$ cat config.mk
export PLATFORM = sky130hd
export DESIGN_NAME = mem_burst_ctrl_flat
export DESIGN_NICKNAME = d
export VERILOG_FILES = /design/src/rtl/mem_burst_if.sv /design/src/rtl/mem_burst_ctrl.sv /design/src/flat_wrapper.sv
export SDC_FILE = /design/constraint.sdc
export NUM_CORES = 1
export LEC_CHECK = 0
export CAP_MARGIN = 20
export CORE_MARGIN = 4
export CORE_UTILIZATION = 55
export CTS_BUF_LIST = sky130_fd_sc_hd__clkbuf_16
export CTS_CLUSTER_SIZE = 40
export DETAILED_ROUTE_END_ITERATION = 12
export DONT_BUFFER_PORTS = 1
export PLACE_DENSITY_LB_ADDON = 0.25
export SETUP_SLACK_MARGIN = 0.5
export SYNTH_ARGS = -nofsm -noshare
export SYNTH_HDL_FRONTEND = slang
export SYNTH_SLANG_ARGS = --single-unit
$ cat constraint.sdc
create_clock -name clk -period 3.42 [get_ports clk]
set_clock_uncertainty 0.15 [all_clocks]
set_input_delay 0.684 -clock clk [delete_from_list [all_inputs] [get_ports clk]]
set_output_delay 0.684 -clock clk [all_outputs]
set_load 0.05 [all_outputs]
$ cat src/rtl/mem_burst_if.sv
// Bundle of the fetch, load/store and byte-wide RAM signals around mem_burst_ctrl.
// The controller connects through the slave view and the requesters/RAM through the master view.
interface mem_burst_if #(
  parameter int ADDR_W     = 32,
  parameter int LINE_BYTES = 4
);
  logic                    if_req;
  logic [ADDR_W-1:0]       if_addr;
  logic                    if_valid;
  logic [8*LINE_BYTES-1:0] if_line;

  logic                    ls_req;
  logic                    ls_wr;
  logic [ADDR_W-1:0]       ls_addr;
  logic [1:0]              ls_size;
  logic                    ls_signed;
  logic [31:0]             ls_wdata;
  logic                    ls_valid;
  logic [31:0]             ls_rdata;

  logic                    ram_en;
  logic                    ram_wr;
  logic [ADDR_W-1:0]       ram_addr;
  logic [7:0]              ram_dout;
  logic [7:0]              ram_din;

  modport slave (
    input  if_req, if_addr, ls_req, ls_wr, ls_addr, ls_size, ls_signed, ls_wdata, ram_din,
    output if_valid, if_line, ls_valid, ls_rdata, ram_en, ram_wr, ram_addr, ram_dout
  );

  modport master (
    output if_req, if_addr, ls_req, ls_wr, ls_addr, ls_size, ls_signed, ls_wdata, ram_din,
    input  if_valid, if_line, ls_valid, ls_rdata, ram_en, ram_wr, ram_addr, ram_dout
  );
endinterface

$ cat src/rtl/mem_burst_ctrl.sv
// Byte-serial memory controller: round-robin between line fetches and 1/2/4-byte loads/stores,
// issuing one RAM byte per cycle with reads captured RD_LAT cycles after their address.
module mem_burst_ctrl #(
  parameter int ADDR_W     = 32,
  parameter int LINE_BYTES = 4,
  parameter int RD_LAT     = 1
) (
  input  logic        clk,
  input  logic        rst,
  input  logic        rdy,
  mem_burst_if.slave  bus
);

  localparam int OFF_W  = $clog2(LINE_BYTES);
  localparam int CNT_W  = OFF_W + 1;
  localparam int LINE_W = 8 * LINE_BYTES;

  typedef enum logic [2:0] {IDLE, FETCH, LOAD, STORE, DONE, GAP} state_t;

  state_t              state;
  state_t              state_next;

  logic                last_grant;
  logic                cur_ls;
  logic [ADDR_W-1:0]   base;
  logic [1:0]          size_q;
  logic                signed_q;
  logic [31:0]         wdata_q;
  logic [CNT_W-1:0]    nbytes;
  logic [CNT_W-1:0]    issue_cnt;
  logic [CNT_W-1:0]    cap_cnt;
  logic [RD_LAT-1:0]   lat_pipe;
  logic [LINE_W-1:0]   line_buf;
  logic [LINE_W-1:0]   buf_next;
  logic [LINE_W-1:0]   if_line_q;
  logic [31:0]         ls_rdata_q;
  logic [31:0]         ld_ext;

  logic                grant_if;
  logic                grant_ls;
  logic [CNT_W-1:0]    ls_nbytes;
  logic                reading;
  logic                issuing;
  logic                capture;
  logic                last_cap;

  // last_grant = 1 means the load/store channel won the previous arbitration
  always_comb begin
    grant_ls = bus.ls_req && (!bus.if_req || !last_grant);
    grant_if = bus.if_req && (!bus.ls_req || last_grant);
    case (bus.ls_size)
      2'd0:    ls_nbytes = CNT_W'(1);
      2'd1:    ls_nbytes = CNT_W'(2);
      default: ls_nbytes = CNT_W'(4);
    endcase
  end

  always_comb begin
    reading  = (state == FETCH) || (state == LOAD);
    issuing  = (reading || (state == STORE)) && (issue_cnt < nbytes);
    capture  = reading && lat_pipe[RD_LAT-1];
    last_cap = capture && (cap_cnt == nbytes - CNT_W'(1));
    buf_next = line_buf;
    for (int i = 0; i < LINE_BYTES; i++) begin
      if (capture && (cap_cnt == CNT_W'(i))) begin
        buf_next[8*i +: 8] = bus.ram_din;
      end
    end
    case (size_q)
      2'd0:    ld_ext = {{24{signed_q & buf_next[7]}}, buf_next[7:0]};
      2'd1:    ld_ext = {{16{signed_q & buf_next[15]}}, buf_next[15:0]};
      default: ld_ext = buf_next[31:0];
    endcase
  end

  always_comb begin
    state_next = state;
    case (state)
      IDLE: begin
        if (grant_if) begin
          state_next = FETCH;
        end else if (grant_ls) begin
          state_next = bus.ls_wr ? STORE : LOAD;
        end
      end
      FETCH, LOAD: begin
        if (last_cap) begin
          state_next = DONE;
        end
      end
      STORE: begin
        if (issue_cnt == nbytes - CNT_W'(1)) begin
          state_next = DONE;
        end
      end
      DONE:    state_next = GAP;
      GAP:     state_next = IDLE;
      default: state_next = IDLE;
    endcase
  end

  always_ff @(posedge clk) begin
    if (rst) begin
      state <= IDLE;
    end else if (rdy) begin
      state <= state_next;
    end
  end

  // Request fields are latched only at grant, so requesters may change inputs mid-transaction
  always_ff @(posedge clk) begin
    if (rst) begin
      last_grant <= 1'b0;
      cur_ls     <= 1'b0;
      base       <= '0;
      size_q     <= '0;
      signed_q   <= 1'b0;
      wdata_q    <= '0;
      nbytes     <= '0;
      issue_cnt  <= '0;
      cap_cnt    <= '0;
      lat_pipe   <= '0;
      line_buf   <= '0;
      if_line_q  <= '0;
      ls_rdata_q <= '0;
    end else if (rdy) begin
      if (state == IDLE) begin
        if (grant_if || grant_ls) begin
          last_grant <= grant_ls;
          cur_ls     <= grant_ls;
          base       <= grant_ls ? bus.ls_addr : (bus.if_addr & ~ADDR_W'(LINE_BYTES - 1));
          nbytes     <= grant_ls ? ls_nbytes : CNT_W'(LINE_BYTES);
          size_q     <= bus.ls_size;
          signed_q   <= bus.ls_signed;
          wdata_q    <= bus.ls_wdata;
          issue_cnt  <= '0;
          cap_cnt    <= '0;
          lat_pipe   <= '0;
          line_buf   <= '0;
        end
      end else begin
        if (issuing) begin
          issue_cnt <= issue_cnt + CNT_W'(1);
        end
        lat_pipe[0] <= issuing && reading;
        for (int i = 1; i < RD_LAT; i++) begin
          lat_pipe[i] <= lat_pipe[i-1];
        end
        if (capture) begin
          cap_cnt <= cap_cnt + CNT_W'(1);
        end
        line_buf <= buf_next;
        if (last_cap && !cur_ls) begin
          if_line_q <= buf_next;
        end
        if (last_cap && cur_ls) begin
          ls_rdata_q <= ld_ext;
        end
      end
    end
  end

  assign bus.ram_en   = issuing;
  assign bus.ram_wr   = issuing && (state == STORE);
  assign bus.ram_addr = issuing ? (base + ADDR_W'(issue_cnt)) : '0;
  assign bus.ram_dout = (issuing && (state == STORE)) ? wdata_q[{issue_cnt[1:0], 3'b000} +: 8] : 8'h00;
  assign bus.if_valid = (state == DONE) && !cur_ls;
  assign bus.ls_valid = (state == DONE) && cur_ls;
  assign bus.if_line  = if_line_q;
  assign bus.ls_rdata = ls_rdata_q;

endmodule

$ cat src/flat_wrapper.sv
// flat-port wrapper written by rule: the top's interface ports become plain ports
module mem_burst_ctrl_flat 
#(
  parameter int ADDR_W     = 32,
  parameter int LINE_BYTES = 4,
  parameter int RD_LAT     = 1
)
  (clk, rst, rdy, bus_if_req, bus_if_addr, bus_ls_req, bus_ls_wr, bus_ls_addr, bus_ls_size, bus_ls_signed, bus_ls_wdata, bus_ram_din, bus_if_valid, bus_if_line, bus_ls_valid, bus_ls_rdata, bus_ram_en, bus_ram_wr, bus_ram_addr, bus_ram_dout);
  mem_burst_if #(.ADDR_W(ADDR_W), .LINE_BYTES(LINE_BYTES)) bus_i ();
  input  logic clk;
  input  logic rst;
  input  logic rdy;
  input wire logic [$bits(bus_i.if_req)-1:0] bus_if_req;
  input wire logic [$bits(bus_i.if_addr)-1:0] bus_if_addr;
  input wire logic [$bits(bus_i.ls_req)-1:0] bus_ls_req;
  input wire logic [$bits(bus_i.ls_wr)-1:0] bus_ls_wr;
  input wire logic [$bits(bus_i.ls_addr)-1:0] bus_ls_addr;
  input wire logic [$bits(bus_i.ls_size)-1:0] bus_ls_size;
  input wire logic [$bits(bus_i.ls_signed)-1:0] bus_ls_signed;
  input wire logic [$bits(bus_i.ls_wdata)-1:0] bus_ls_wdata;
  input wire logic [$bits(bus_i.ram_din)-1:0] bus_ram_din;
  output wire logic [$bits(bus_i.if_valid)-1:0] bus_if_valid;
  output wire logic [$bits(bus_i.if_line)-1:0] bus_if_line;
  output wire logic [$bits(bus_i.ls_valid)-1:0] bus_ls_valid;
  output wire logic [$bits(bus_i.ls_rdata)-1:0] bus_ls_rdata;
  output wire logic [$bits(bus_i.ram_en)-1:0] bus_ram_en;
  output wire logic [$bits(bus_i.ram_wr)-1:0] bus_ram_wr;
  output wire logic [$bits(bus_i.ram_addr)-1:0] bus_ram_addr;
  output wire logic [$bits(bus_i.ram_dout)-1:0] bus_ram_dout;
  assign bus_i.if_req = bus_if_req;
  assign bus_i.if_addr = bus_if_addr;
  assign bus_i.ls_req = bus_ls_req;
  assign bus_i.ls_wr = bus_ls_wr;
  assign bus_i.ls_addr = bus_ls_addr;
  assign bus_i.ls_size = bus_ls_size;
  assign bus_i.ls_signed = bus_ls_signed;
  assign bus_i.ls_wdata = bus_ls_wdata;
  assign bus_i.ram_din = bus_ram_din;
  assign bus_if_valid = bus_i.if_valid;
  assign bus_if_line = bus_i.if_line;
  assign bus_ls_valid = bus_i.ls_valid;
  assign bus_ls_rdata = bus_i.ls_rdata;
  assign bus_ram_en = bus_i.ram_en;
  assign bus_ram_wr = bus_i.ram_wr;
  assign bus_ram_addr = bus_i.ram_addr;
  assign bus_ram_dout = bus_i.ram_dout;
  mem_burst_ctrl #(.ADDR_W(ADDR_W), .LINE_BYTES(LINE_BYTES), .RD_LAT(RD_LAT)) u_core (.clk(clk), .rst(rst), .rdy(rdy), .bus(bus_i));
endmodule
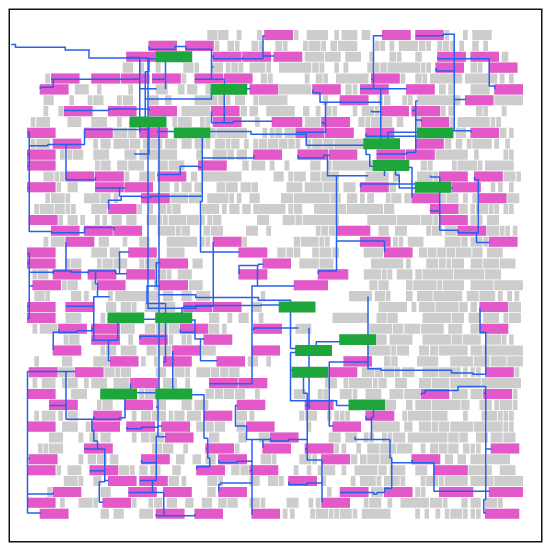
run_1/clk_routes.png
(4 px per um)
Key: clock wires = blue [length 2130 um]; clock drivers = green [count 17]; flip-flops = magenta [count 177]
There are 18 routed clock nets.
clock latency of the later-clocked register in the worst-skew pair: 0.43 ns
proportion of power drawn by the clock network: 0.339
clock-net power: 1.96 mW

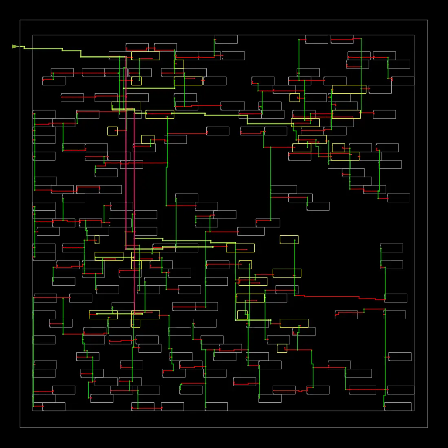
run_1/clocks.png
flop count: 177
sink count of the clock tree: 177
Layout clock buffers: 17
clock buffer count from CTS: 17

==> results_slide.txt, run 1 <==
Flow Results at a Glance

Finish
  • Count of inverters other than clock inverters in the layout: 20
  • Post-layout nets: 1138
  • Sequential Area: 3570 um^2
  • Cell type taking the most area: multi-input combinational cells
  • Area Growth Syn to Fin: 22.2%
  • Fraction of final layout cells with drive strength greater than 1: 0.214
  • Multi-input combinational gate total: 739

Critical path
  • Cell repeated most along the worst path: sky130_fd_sc_hd__or3_4
  • Series of cell instances along the critical path: nand4_1, or3_4, or3_4, or3_4, a21oi_4, buf_12
  • Crit end category: output pin
  • CP startpoint kind: flop
  • Critical Path Start: u_core.base[16]
  • Critical path data required time: 2.59 ns
  • Slack of the worst reg-to-reg path: 0.76 ns
  • Family with the most delay on the worst path: simple AND/OR/NAND/NOR gates
  • Critical path's largest stage delay: 0.50 ns
  • CP endpoint: bus_ram_addr[31]
  • Setup CP Type: flop to output pin
  • Critical path depth: 6
  • Origin of the critical flop-to-flop path: u_core.state[2]

Power and ir drop
  • Pleak: 3.70 nW
  • Switch share: 0.338
  • Biggest power consumer among the groups: sequential cells
  • Seq group: 2.47 mW
  • Part of the total power dissipated in sequential elements: 0.429
  • Internal portion of total power: 3.82 mW
  • Switching power: 1.95 mW

Detailed routing
  • Drt first-iter violations: 471
  • Drt pass-1 iters: 5
  • DRT antenna net count: 0
  • Met3 routed wirelength: 1620 um
  • Highest Signal Layer: met4

Synth
  • Unique cell types: 64
  • Count of flip-flops with a built-in enable after synthesis: 0
  • Post-synth area hogs: sky130_fd_sc_hd__dfxtp_1 41%, sky130_fd_sc_hd__nand2_1 7.1%, sky130_fd_sc_hd__nor2_1 7.0%, sky130_fd_sc_hd__mux2i_1 3.9%, sky130_fd_sc_hd__a211oi_1 3.3%
  • Cell count in the Yosys report: 1009
  • Yosys warning tally: 0
  • Main flop type: sky130_fd_sc_hd__dfxtp_1
  • Most used standard cells in the synthesized netlist: 177 x sky130_fd_sc_hd__dfxtp_1, 161 x sky130_fd_sc_hd__nand2_1, 159 x sky130_fd_sc_hd__nor2_1, 49 x sky130_fd_sc_hd__a21oi_1, 45 x sky130_fd_sc_hd__clkbuf_1
  • Area fraction in compound gates: 0.176
  • Simple Share, Synth: 0.221
  • Netlist area before placement: 8560 um^2
  • Largest logic family: simple AND/OR/NAND/NOR gates
  • Yosys top cell by instances: sky130_fd_sc_hd__dfxtp_1
  • Area of the synthesized netlist per yosys stat: 8560 um^2
  • Top cell area share: 0.414
  • Async set-or-reset flop fraction in the synthesized netlist: 0

GRT
  • Top Usage Layer GRT: met2
  • Vias in the first global route: 7134
  • Largest net degree at the start of global routing: 179
  • Global-route wire length before repair: 37900 um
  • Initial antenna violation count: 0

Flow run
  • Number of maximum-capacitance violations: 0
  • Number of warnings in the stage logs: 36

Timing
  • RSZ-0062 raised after global routing: yes
  • Fin worst setup slack: -0.0518 ns
  • Setup-violating endpoint count in the final report: 3
  • Final clock period utilization by the worst path: 1.02
  • Pins Over Slew Limit: 0
  • Setup total negative slack: -0.0954 ns
  • Final Hold Slack: 0.167 ns

Clock tree
  • Post-CTS Hold Buffers: 0
  • Clock-pin slew reported for the worst setup and hold paths after clock tree synthesis: 0.08 ns
  • Setup Fix Bufs, Post-CTS: 16
  • CTS tree: built
  • Root buf cell: sky130_fd_sc_hd__clkbuf_16

Hold path
  • Launch point of the worst hold path: rst
  • Cells on Worst Hold Path: 1
  • WHS Endpoint: u_core.base[17]

Place
  • Placed cell count: 1157
  • Placed wire-length estimate after detailed placement: 15400 um
  • Post-placement cell area: 9280 um^2
  • Pre-CTS setup slack: 0.291 ns
  • Port Buf Inserts: 0
  • Routability Congestion: 0.877

Outcome
  • Failing checks: setup timing
  • Run status: complete, but fails checks

Die
  • Core ar.: 15200 um^2
  • Full die area: 17600 um^2
  • Floorplan core density: 0.563
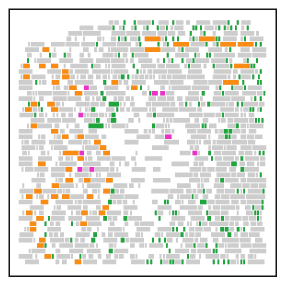
run_1/logic_types.png
(2 px per um)
Key: multiplexers = orange [cells 58, most used mux2i_1]; AND-OR and OR-AND gates = magenta [cells 9, most used a21o_1]; NAND gates = green [cells 200, most used nand2_1, where widely spread]
non-filler instance count after layout: 1212
most common library cell in the layout ignoring fill and taps: sky130_fd_sc_hd__dfxtp_1
combinational share of cell area: 0.498

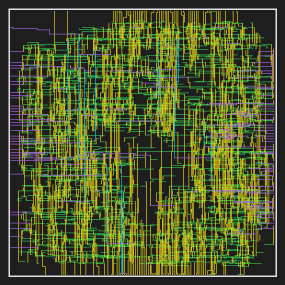
run_1/wires.png
(2 px per um)
Key: metal 3 = purple [wire length 1620 um]; metal 4 = cyan [wire length 522 um]; metal 1 = green [wire length 9500 um]; metal 2 = yellow [wire length 12300 um]
Routed WL per cell: 19.8 um
global routing usage summed across all routing layers: 0.264
total wire length after detailed routing: 24000 um
via count: 7364

run_1/layer_met3.png
(4 px per um)
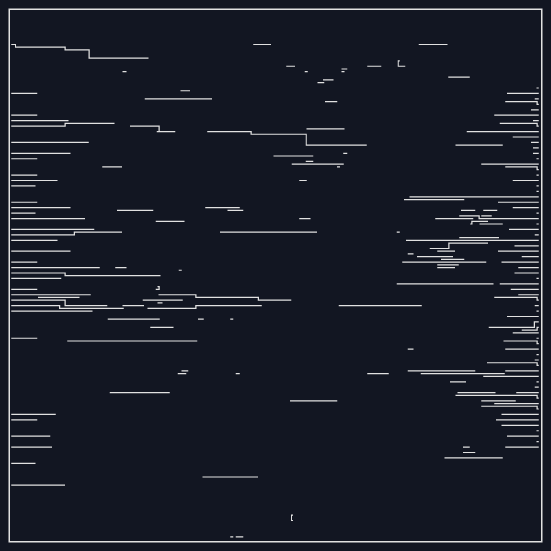

--- run 2 (diff from run 1) ---
--- a/config.mk
+++ b/config.mk
@@ -6,13 +6,15 @@
 export NUM_CORES = 1
 export LEC_CHECK = 0
 export CAP_MARGIN = 20
+export CORE_ASPECT_RATIO = 0.8
 export CORE_MARGIN = 4
-export CORE_UTILIZATION = 55
+export CORE_UTILIZATION = 64
 export CTS_BUF_LIST = sky130_fd_sc_hd__clkbuf_16
 export CTS_CLUSTER_SIZE = 40
 export DETAILED_ROUTE_END_ITERATION = 12
 export DONT_BUFFER_PORTS = 1
 export PLACE_DENSITY_LB_ADDON = 0.25
+export RECOVER_POWER = 100
 export SETUP_SLACK_MARGIN = 0.5
 export SYNTH_ARGS = -nofsm -noshare
 export SYNTH_HDL_FRONTEND = slang
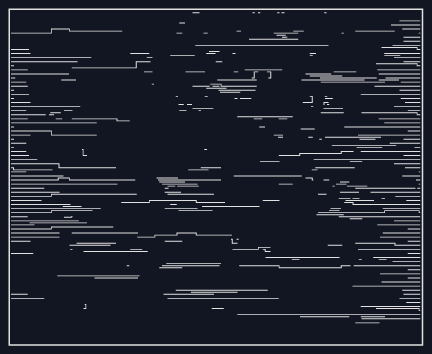
run_2/layer_met3.png
(3 px per um)
The longest straight run is 60.7 um. The wires run mostly horizontal. The layer holds 11% of the routed length.
via count: 7767
GR met3 Demand/Resource: 0.109
total wire length after detailed routing: 25400 um

==> run 2 against run 1 <==
The flow finishes with violations (capacitance limit, slew limit, setup timing); area after synthesis is the same; first-iteration DRC count up 68%; wire length rose by 6.1%; clock power up 7%; critical path depth up 3; critical path type unchanged; critical endpoint is now bus_ram_addr[30]; largest cell class unchanged; highest routed layer unchanged.
==> results_slide.txt, run 2 <==
Flow Results at a Glance

Outcome
  • Run status: complete, but fails checks (unchanged)
  • Failing checks: capacitance limit, slew limit, setup timing (was setup timing)

Synth
  • Post-synth area hogs: sky130_fd_sc_hd__dfxtp_1 41%, sky130_fd_sc_hd__nand2_1 7.1%, sky130_fd_sc_hd__nor2_1 7.0%, sky130_fd_sc_hd__mux2i_1 3.9%, sky130_fd_sc_hd__a211oi_1 3.3% (unchanged)
  • Async set-or-reset flop fraction in the synthesized netlist: 0 (unchanged)
  • Cell count in the Yosys report: 1009 (unchanged)
  • Top cell area share: 0.414 (unchanged)
  • Count of flip-flops with a built-in enable after synthesis: 0 (unchanged)
  • Main flop type: sky130_fd_sc_hd__dfxtp_1 (unchanged)
  • Largest logic family: simple AND/OR/NAND/NOR gates (unchanged)
  • Simple Share, Synth: 0.221 (unchanged)
  • Most used standard cells in the synthesized netlist: 177 x sky130_fd_sc_hd__dfxtp_1, 161 x sky130_fd_sc_hd__nand2_1, 159 x sky130_fd_sc_hd__nor2_1, 49 x sky130_fd_sc_hd__a21oi_1, 45 x sky130_fd_sc_hd__clkbuf_1 (unchanged)
  • Netlist area before placement: 8560 um^2 (unchanged)

Timing
  • Fin worst setup slack: -0.0614 ns (was -0.0518 ns)
  • RSZ-0062 raised after global routing: yes (unchanged)
  • Setup-violating endpoint count in the final report: 4 (was 3)
  • Final Hold Slack: 0.169 ns (was 0.167 ns)
  • Final clock period utilization by the worst path: 1.02 (about the same)
  • Pins Over Slew Limit: 100 (was 0)

Critical path
  • Critical path data required time: 2.59 ns (about the same)
  • CP startpoint kind: flop (unchanged)
  • Critical path's largest stage delay: 0.38 ns (was 0.50 ns)
  • Origin of the critical flop-to-flop path: u_core.state[2] (unchanged)
  • Cell repeated most along the worst path: sky130_fd_sc_hd__or3_4 (unchanged)
  • Crit end category: output pin (unchanged)
  • Slack of the worst reg-to-reg path: 0.19 ns (was 0.76 ns)
  • CP endpoint: bus_ram_addr[30] (was bus_ram_addr[31])
  • Family with the most delay on the worst path: simple AND/OR/NAND/NOR gates (unchanged)
  • Series of cell instances along the critical path: ha_4, inv_2, fa_2, nor2b_4, o21ai_4, or3_4, or3_4, a21oi_4, buf_12 (was nand4_1, or3_4, or3_4, or3_4, a21oi_4, buf_12)
  • Setup CP Type: flop to output pin (unchanged)
  • Critical path depth: 9 (was 6)

Detailed routing
  • Highest Signal Layer: met4 (unchanged)
  • Drt first-iter violations: 792 (was 471)
  • Drt pass-1 iters: 6 (was 5)
  • Met3 routed wirelength: 2880 um (was 1620 um)
  • Routed WL per cell: 21.0 um (was 19.8 um)
  • DRT antenna net count: 0 (unchanged)

Hold path
  • Cells on Worst Hold Path: 1 (unchanged)
  • WHS Endpoint: u_core.base[7] (was u_core.base[17])

GRT
  • Largest net degree at the start of global routing: 179 (unchanged)
  • Vias in the first global route: 7379 (was 7134)
  • Global-route wire length before repair: 39300 um (was 37900 um)
  • Initial antenna violation count: 0 (unchanged)
  • Global routing usage summed across all routing layers: 0.322 (was 0.264)

Finish
  • Flop count: 177 (unchanged)
  • Fraction of final layout cells with drive strength greater than 1: 0.219 (was 0.214)
  • Area Growth Syn to Fin: 24.2% (was 22.2%)
  • Most common library cell in the layout ignoring fill and taps: sky130_fd_sc_hd__dfxtp_1 (unchanged)
  • Count of inverters other than clock inverters in the layout: 20 (unchanged)
  • Non-filler instance count after layout: 1213 (was 1212)
  • Sequential Area: 3580 um^2 (was 3570 um^2)
  • Cell type taking the most area: multi-input combinational cells (unchanged)
  • Multi-input combinational gate total: 738 (was 739)
  • Layout clock buffers: 17 (unchanged)
  • Combinational share of cell area: 0.482 (was 0.498)

Power and ir drop
  • Part of the total power dissipated in sequential elements: 0.423 (was 0.429)
  • Clock-net power: 2.09 mW (was 1.96 mW)
  • Pleak: 3.77 nW (was 3.70 nW)
  • Internal portion of total power: 3.99 mW (was 3.82 mW)
  • Biggest power consumer among the groups: sequential cells (unchanged)
  • Switch share: 0.325 (was 0.338)
  • Switching power: 1.92 mW (was 1.95 mW)

Die
  • Floorplan core density: 0.660 (was 0.563)
  • Full die area: 15300 um^2 (was 17600 um^2)
  • Core ar.: 13000 um^2 (was 15200 um^2)

Flow run
  • Number of warnings in the stage logs: 36 (unchanged)
  • Number of maximum-capacitance violations: 1 (was 0)

Clock tree
  • Post-CTS Hold Buffers: 0 (unchanged)
  • CTS tree: built (unchanged)
  • Root buf cell: sky130_fd_sc_hd__clkbuf_16 (unchanged)
  • Clock buffer count from CTS: 17 (unchanged)
  • Clock-pin slew reported for the worst setup and hold paths after clock tree synthesis: 0.07 ns (was 0.08 ns)
  • Clock latency of the later-clocked register in the worst-skew pair: 0.44 ns (was 0.43 ns)
  • Sink count of the clock tree: 177 (unchanged)
  • Setup Fix Bufs, Post-CTS: 17 (was 16)

Place
  • Pre-CTS setup slack: 0.258 ns (was 0.291 ns)
  • Port Buf Inserts: 0 (unchanged)
  • Routability Congestion: 0.856 (was 0.877)
  • Post-placement cell area: 9500 um^2 (was 9280 um^2)
  • Placed cell count: 1157 (unchanged)
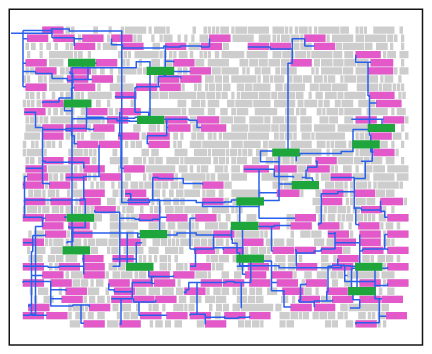
run_2/clk_routes.png
(3 px per um)
Key: clock wires = blue [length 2030 um]; flip-flops = magenta [count 177]; clock drivers = green [count 17]
Position of the flops: widely spread.

run_2/logic_types.png
(2 px per um)
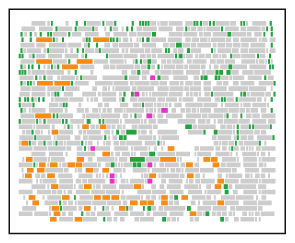

--- run 3 (diff from run 2) ---
--- a/config.mk
+++ b/config.mk
@@ -8,14 +8,14 @@
 export CAP_MARGIN = 20
 export CORE_ASPECT_RATIO = 0.8
 export CORE_MARGIN = 4
-export CORE_UTILIZATION = 64
+export CORE_UTILIZATION = 43
 export CTS_BUF_LIST = sky130_fd_sc_hd__clkbuf_16
 export CTS_CLUSTER_SIZE = 40
 export DETAILED_ROUTE_END_ITERATION = 12
 export DONT_BUFFER_PORTS = 1
 export PLACE_DENSITY_LB_ADDON = 0.25
 export RECOVER_POWER = 100
-export SETUP_SLACK_MARGIN = 0.5
+export SETUP_SLACK_MARGIN = 0.2
 export SYNTH_ARGS = -nofsm -noshare
 export SYNTH_HDL_FRONTEND = slang
 export SYNTH_SLANG_ARGS = --single-unit
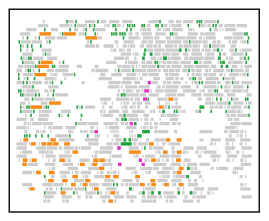
run_3/logic_types.png
(1.5 px per um)
Key: multiplexers = orange [cells 58, most used mux2i_1]; AND-OR and OR-AND gates = magenta [cells 9, most used a21o_1]; NAND gates = green [cells 200, most used nand2_1]

==> run 3 against run 2 <==
The run now ends clean; combinational power about the same; synthesized cell count unchanged; area after synthesis unchanged; critical endpoint unchanged; largest power group unchanged.
==> results_slide.txt, run 3 <==
Flow Results at a Glance

Clock tree
  • Post-CTS Hold Buffers: 0 (unchanged)
  • CTS tree: built (unchanged)
  • Sink count of the clock tree: 177 (unchanged)
  • Setup Fix Bufs, Post-CTS: 14 (was 17)
  • Clock latency of the later-clocked register in the worst-skew pair: 0.43 ns (was 0.44 ns)
  • Root buf cell: sky130_fd_sc_hd__clkbuf_16 (unchanged)

Finish
  • Combinational share of cell area: 0.475 (was 0.482)
  • Non-filler instance count after layout: 1308 (was 1213)
  • Multi-input combinational gate total: 739 (was 738)
  • Fraction of final layout cells with drive strength greater than 1: 0.240 (was 0.219)
  • Cell type taking the most area: multi-input combinational cells (unchanged)
  • Flop count: 177 (unchanged)
  • Area Growth Syn to Fin: 27.1% (was 24.2%)
  • Sequential Area: 3570 um^2 (was 3580 um^2)

Die
  • Floorplan core density: 0.444 (was 0.660)
  • Full die area: 22200 um^2 (was 15300 um^2)
  • Core ar.: 19300 um^2 (was 13000 um^2)

Place
  • Post-placement cell area: 9460 um^2 (was 9500 um^2)
  • Port Buf Inserts: 0 (unchanged)
  • Pre-CTS setup slack: 0.185 ns (was 0.258 ns)
  • Routability Congestion: 0.784 (was 0.856)
  • Placed wire-length estimate after detailed placement: 16600 um (was 15800 um)

Detailed routing
  • Met3 routed wirelength: 1830 um (was 2880 um)
  • Routed WL per cell: 19.2 um (was 21.0 um)
  • Highest Signal Layer: met4 (unchanged)
  • Routed vias/inst: 5.66 (was 6.40)
  • Total wire length after detailed routing: 25100 um (was 25400 um)
  • DRT antenna net count: 0 (unchanged)
  • Drt pass-1 iters: 5 (was 6)
  • Via count: 7408 (was 7767)
  • Drt first-iter violations: 480 (was 792)

Synth
  • Cell count in the Yosys report: 1009 (unchanged)
  • Yosys top cell by instances: sky130_fd_sc_hd__dfxtp_1 (unchanged)
  • Main flop type: sky130_fd_sc_hd__dfxtp_1 (unchanged)
  • Yosys warning tally: 0 (unchanged)
  • Largest logic family: simple AND/OR/NAND/NOR gates (unchanged)
  • Netlist area before placement: 8560 um^2 (unchanged)
  • Async set-or-reset flop fraction in the synthesized netlist: 0 (unchanged)
  • Post-synth area hogs: sky130_fd_sc_hd__dfxtp_1 41%, sky130_fd_sc_hd__nand2_1 7.1%, sky130_fd_sc_hd__nor2_1 7.0%, sky130_fd_sc_hd__mux2i_1 3.9%, sky130_fd_sc_hd__a211oi_1 3.3% (unchanged)
  • Count of flip-flops with a built-in enable after synthesis: 0 (unchanged)
  • Most used standard cells in the synthesized netlist: 177 x sky130_fd_sc_hd__dfxtp_1, 161 x sky130_fd_sc_hd__nand2_1, 159 x sky130_fd_sc_hd__nor2_1, 49 x sky130_fd_sc_hd__a21oi_1, 45 x sky130_fd_sc_hd__clkbuf_1 (unchanged)
  • Area of the synthesized netlist per yosys stat: 8560 um^2 (unchanged)
  • Area fraction in compound gates: 0.176 (unchanged)

Power and ir drop
  • Part of the total power dissipated in sequential elements: 0.428 (was 0.423)
  • Biggest power consumer among the groups: sequential cells (unchanged)
  • Power attributed to combinational cells: 1.34 mW (was 1.32 mW)
  • Pleak: 3.86 nW (was 3.77 nW)
  • Seq group: 2.49 mW (was 2.50 mW)
  • Internal portion of total power: 3.83 mW (was 3.99 mW)
  • Switch share: 0.340 (was 0.325)
  • Switching power: 1.98 mW (was 1.92 mW)

GRT
  • Largest net degree at the start of global routing: 179 (unchanged)
  • Initial antenna violation count: 0 (unchanged)
  • Global routing usage summed across all routing layers: 0.219 (was 0.322)
  • M1 GR Usage: 0.317 (was 0.430)
  • Vias in the first global route: 7017 (was 7379)
  • GR met3 Demand/Resource: 0.0601 (was 0.109)

Critical path
  • Setup CP Type: flop to output pin (unchanged)
  • Family with the most delay on the worst path: simple AND/OR/NAND/NOR gates (unchanged)
  • Origin of the critical flop-to-flop path: u_core.state[2] (unchanged)
  • Critical Path Start: u_core.issue_cnt[0] (unchanged)
  • Series of cell instances along the critical path: ha_4, inv_2, fa_2, nor2b_4, o21ai_2, or3_1, or3_4, a21oi_4, buf_12 (was ha_4, inv_2, fa_2, nor2b_4, o21ai_4, or3_4, or3_4, a21oi_4, buf_12)
  • CP startpoint kind: flop (unchanged)
  • Crit end category: output pin (unchanged)
  • CP endpoint: bus_ram_addr[30] (unchanged)
  • Critical Path Slowest Stage Cell: sky130_fd_sc_hd__dfxtp_4 (was sky130_fd_sc_hd__or3_4)
  • Critical path data required time: 2.59 ns (about the same)
  • Slack of the worst reg-to-reg path: 0.70 ns (was 0.19 ns)
  • Critical path depth: 9 (unchanged)

Timing
  • Final clock period utilization by the worst path: 0.999 (was 1.02)
  • Setup-violating endpoint count in the final report: 0 (was 4)
  • Setup total negative slack: 0 ns (was -0.173 ns)
  • Final Hold Slack: 0.170 ns (was 0.169 ns)
  • Pins Over Slew Limit: 0 (was 100)
  • RSZ-0062 raised after global routing: yes (unchanged)
  • Fin worst setup slack: 0.00497 ns (was -0.0614 ns)

Outcome
  • Run status: finished, final reports clean (was complete, but fails checks)

Hold path
  • Launch point of the worst hold path: rst (unchanged)
  • WHS Endpoint: u_core.base[7] (unchanged)

Flow run
  • Number of maximum-capacitance violations: 0 (was 1)
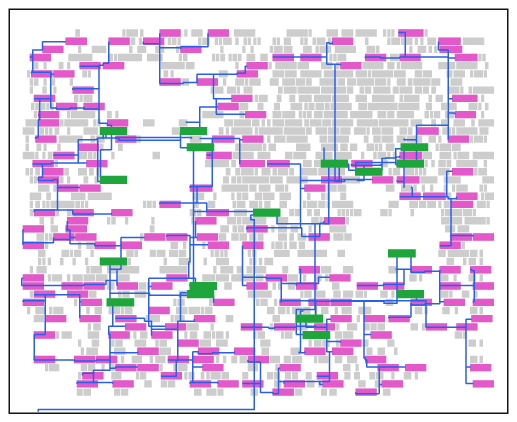
run_3/clk_routes.png
(3 px per um)
Key: clock drivers = green [count 17]; clock wires = blue [length 2330 um]; flip-flops = magenta [count 177]
There are 18 routed clock nets.
proportion of power drawn by the clock network: 0.342
clock-net power: 1.99 mW

Power and IR drop assume default switching activity.
